**config.mk**
```make
export PLATFORM = sky130hd
export DESIGN_NAME = pc_seq
export DESIGN_NICKNAME = d
export VERILOG_FILES = /design/src/rtl/pc_seq.sv
export SDC_FILE = /design/constraint.sdc
export NUM_CORES = 1
export LEC_CHECK = 0
export CAP_MARGIN = 15
export CORE_MARGIN = 10
export CORE_UTILIZATION = 30
export DETAILED_ROUTE_END_ITERATION = 8
export PLACE_DENSITY = 0.5
export SETUP_SLACK_MARGIN = 0.5
export SYNTH_ARGS = -nofsm -noshare
export SYNTH_HDL_FRONTEND = slang
export SYNTH_SLANG_ARGS = --single-unit
```
**constraint.sdc**
```tcl
create_clock -name clk -period 4.1 [get_ports clk]
set_input_delay 0.615 -clock clk [delete_from_list [all_inputs] [get_ports clk]]
set_output_delay 0.615 -clock clk [all_outputs]
set_load 0.05 [all_outputs]
```
**src/rtl/pc_seq.sv**
```systemverilog
// Program sequencer: PC of width PC_W with a hardware call/return stack
// of STACK_DEPTH entries and sticky overflow/underflow reporting.
// Optional interrupt entry is compiled in with `define PC_SEQ_IRQ_EN.
module pc_seq #(
    parameter int PC_W        = 10,
    parameter int STACK_DEPTH = 8,
    parameter int RESET_VEC   = 0,
    parameter int INT_VEC     = 1
) (
    input  logic                                 clk,
    input  logic                                 reset,
    input  logic                                 en,
    input  logic                                 s_inc,
    input  logic                                 s_rel,
    input  logic                                 s_call,
    input  logic                                 s_ret,
    input  logic [PC_W-1:0]                      imm,
`ifdef PC_SEQ_IRQ_EN
    input  logic                                 irq,
    output logic                                 irq_ack,
    output logic                                 in_isr,
`endif
    output logic [PC_W-1:0]                      pc,
    output logic [$clog2(STACK_DEPTH+1)-1:0]     sp,
    output logic                                 stack_empty,
    output logic                                 stack_full,
    output logic                                 stack_err
);

    localparam int SP_W  = $clog2(STACK_DEPTH + 1);
    localparam int IDX_W = (STACK_DEPTH > 1) ? $clog2(STACK_DEPTH) : 1;
    localparam logic [PC_W-1:0] RST_PC = PC_W'(RESET_VEC);
    localparam logic [PC_W-1:0] IRQ_PC = PC_W'(INT_VEC);
    localparam logic [SP_W-1:0] SP_MAX = SP_W'(STACK_DEPTH);

    // Return addresses are data: no reset, contents are don't-care until pushed
    logic [PC_W-1:0] stack [STACK_DEPTH];

    logic [PC_W-1:0] pc_inc;
    logic [PC_W-1:0] pc_flow;
    logic [PC_W-1:0] stack_top;
    logic [SP_W-1:0] sp_dec;
    logic [SP_W-1:0] sp_inc;
    logic            push;
    logic [PC_W-1:0] push_data;
    logic            irq_take;

    assign stack_empty = (sp == '0);
    assign stack_full  = (sp == SP_MAX);
    assign pc_inc      = pc + PC_W'(1);
    assign pc_flow     = s_inc ? (pc + (s_rel ? imm : PC_W'(1))) : imm;
    assign sp_dec      = sp - SP_W'(1);
    assign sp_inc      = sp + SP_W'(1);
    assign stack_top   = stack[sp_dec[IDX_W-1:0]];

`ifdef PC_SEQ_IRQ_EN
    // Interrupt entry only when no explicit call/ret competes; otherwise it stays pending
    assign irq_take = irq & ~in_isr & ~stack_full & ~s_call & ~s_ret;
`else
    assign irq_take = 1'b0;
`endif

    // Select what gets pushed: call pushes pc+1, interrupt pushes the normal-flow target
    always_comb begin
        push      = 1'b0;
        push_data = pc_inc;
        if (en && !s_ret) begin
            if (s_call) begin
                push = ~stack_full;
            end else if (irq_take) begin
                push      = 1'b1;
                push_data = pc_flow;
            end
        end
    end

    // Stack storage write at the current top slot
    always_ff @(posedge clk) begin
        if (push) begin
            stack[sp[IDX_W-1:0]] <= push_data;
        end
    end

    // PC, stack pointer and flags; ret has priority over call over normal flow
    always_ff @(posedge clk or negedge reset) begin
        if (!reset) begin
            pc        <= RST_PC;
            sp        <= '0;
            stack_err <= 1'b0;
`ifdef PC_SEQ_IRQ_EN
            in_isr    <= 1'b0;
            irq_ack   <= 1'b0;
`endif
        end else begin
`ifdef PC_SEQ_IRQ_EN
            irq_ack <= 1'b0;
`endif
            if (en) begin
                if (s_ret) begin
`ifdef PC_SEQ_IRQ_EN
                    in_isr <= 1'b0;
`endif
                    if (!stack_empty) begin
                        pc <= stack_top;
                        sp <= sp_dec;
                    end else begin
                        pc        <= pc_inc;
                        stack_err <= 1'b1;
                    end
                end else if (s_call) begin
                    if (!stack_full) begin
                        pc <= imm;
                        sp <= sp_inc;
                    end else begin
                        pc        <= pc_inc;
                        stack_err <= 1'b1;
                    end
                end else if (irq_take) begin
                    pc <= IRQ_PC;
                    sp <= sp_inc;
`ifdef PC_SEQ_IRQ_EN
                    in_isr  <= 1'b1;
                    irq_ack <= 1'b1;
`endif
                end else begin
                    pc <= pc_flow;
                end
            end
        end
    end

endmodule

```
m1.png
Drawn at 2 px/micron. Cells faint in the background.
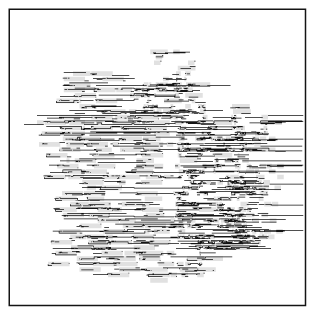
main direction: horizontal
longest straight run: 43.2 microns
wire length on this layer: 5800 microns
share of all routed wire: 47%
nets with wire on the layer: 416

m2.png
Drawn at 3 px/micron.
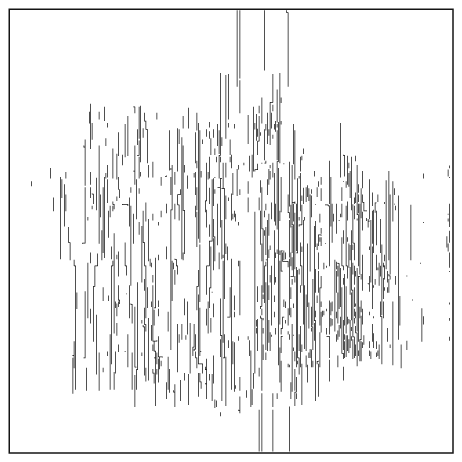
main direction: vertical
nets with wire on the layer: 358
share of all routed wire: 46%
longest straight run: 65.6 microns
Total Wirelength: 12400 microns
grt met2 use: 17.9%
via count of the routed design: 3193

==> flow_summary.ini <==
; synthesis and place-and-route metrics
[power]
finalPower_mw = 4.37
p_seq_share_pct = 34.1
pwr-share-comb_pct = 46.2
power.density_mw_per_mm2 = 752
internal_power_mw = 2.62

[clock_network]
root_buffer = clkbuf_16
cts_buffers = 9
holdBufCountCts = 0
post-cts-setup-buffers = 0

[critical_path]
crit_fanout = 13
worst_ep_arrival_time_ps = 2720
path_class = register to output port
endpoint_kind = output port
cp_data_required_time_ps = 3480

[global_routing]
globalRouteTotalUtil_pct = 11.6
antenna_found_initial = 0
first_global_vias = 3206

[logic_synthesis]
synth.most_common_cell = edfxtp_1
largest_area_cell = edfxtp_1
syn_inst = 363
synth.top_cells.by_count = edfxtp_1, nor2_1, mux4_2, nand2_1, a21oi_1
yosys.stat.seqShare_pct = 57.0
top_cell_area_share_pct = 49.3
edf_count = 80
yosysWarnings = 0
avgSynthCellArea_sq_um = 13.4

[timing]
tightest_slew_ps = 813
period_minus_slack_ps = 3330
slew_headroom_pct = 45.6
hold_viol = 0
rsz0062_at_grt = false
maxSlewViolCount = 0

[cells_and_area]
drive_gt1_share_pct = 14.4
insertedDiodeCount = 0
area_delta_synth_final_pct = 19.3
final_cell_mix = edfxtp_1, clkdlybuf4s50_1, nor2_1

[status]
status = finished, final reports clean

[run]
warnings = 27
drv_cap = 0

[route]
antenna_left = 0
first_pass_iters = 5
detail_route.iter0.violations = 221

[die]
rows = 46
core-area_sq_mm = 0.0159
die_x_microns = 147
m3.png
Drawn at 2 px/micron. Cells faint in the background.
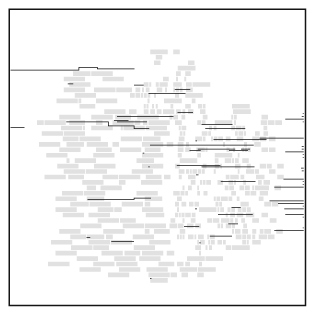
nets with wire on the layer: 48
wire length on this layer: 643 microns
share of all routed wire: 5.2%
longest straight run: 51.5 microns
main direction: horizontal

m4.png
Drawn at 2 px/micron. Cells faint in the background.
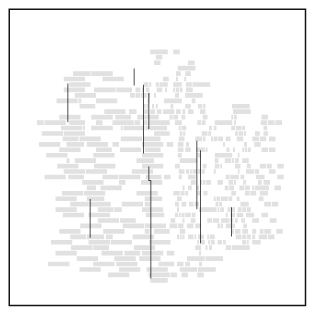
longest straight run: 48.8 microns
share of all routed wire: 2.0%

final cells by class:
cell class,instances,area (sq um)
clock buffers,10,239
flip-flops and latches,95,2780
well taps,216,270
fillers,1593,10100
multi-input cells,240,1960
clock inverters,6,66.3
inverters,11,41.3
repair buffers,49,450
power by group through the flow:
stage / Sequential [mW] / Clock (mW) / Combinational (mW)
final: 1.49 / 0.863 / 2.02
after global routing: 1.51 / 0.923 / 2.21
after CTS: 1.49 / 0.887 / 2.05
after detailed placement: 1.51 / 0 / 2.04
after global placement: 1.51 / 0 / 2.03
after floorplan: 1.69 / 0 / 1.22
through the flow:
step           worst slack [ps]  hold WS (ps)  std cells  utilization [%]  instance area, sq um
6_report                    769           482        627             36.6                  5810
2_1_floorplan               954           319        363                -                  4870
3_3_place_gp                844           465        611             34.6                  5500
5_1_grt                     612           490        627             36.6                  5810
4_1_cts                     740           487        627             36.6                  5810
3_5_place_dp                799           465        611             34.6                  5500
logic make-up after synthesis:
| family | synth area share [%] |
|---|---|
| flip-flops | 57.0 |
| AND-OR/OR-AND | 10.5 |
| XOR/XNOR | 2.67 |
| adder cells (fa/ha/maj) | 3.49 |
| AND/OR/NAND/NOR | 10.7 |
| buffers and inverters | 2.65 |
| multiplexers | 13.0 |
layer usage:
layer  vias up  routed length [microns]  share of wire, %  global-route usage [%]
met5         -                        0                 0                       0
met4         0                      249               2.0                    5.20
met3        19                      642               5.2                    2.47
met2        85                     5730                46                    17.9
met1      1598                     5800                47                    15.2
li1       1491                        -                 -                       -
worst paths after layout:
path | start | to | slack [ps] | cells past startpoint
setup / recovery | sp[1]$_DFFE_PN0P_ | stack_full | 770 | 4
hold / removal | stack_err$_DFFE_PN0P_ | stack_err$_DFFE_PN0P_ | 480 | 1
setup reg to reg | sp[1]$_DFFE_PN0P_ | pc[9]$_DFFE_PN0P_ | 1360 | 8
hold reg to reg | stack_err$_DFFE_PN0P_ | stack_err$_DFFE_PN0P_ | 480 | 1
max in group asynchronous | reset | sp[1]$_DFFE_PN0P_ | 2860 | 1
min in group asynchronous | reset | pc[8]$_DFFE_PN0P_ | 730 | 1
worst max-delay path, cell delays in order, from the launching register on:
cell and delay [ps]:
dfrtp_1 470, inv_1 130, ha_1 280, and3b_1 570
clkdlybuf4s50_1 910
registers in the layout, summed over array words and instances, names as in the netlist:
register   count
stack         80
sp             4
pc            10
stack_err      1
Power figures rest on the tool's default switching activity, not on a simulated workload.
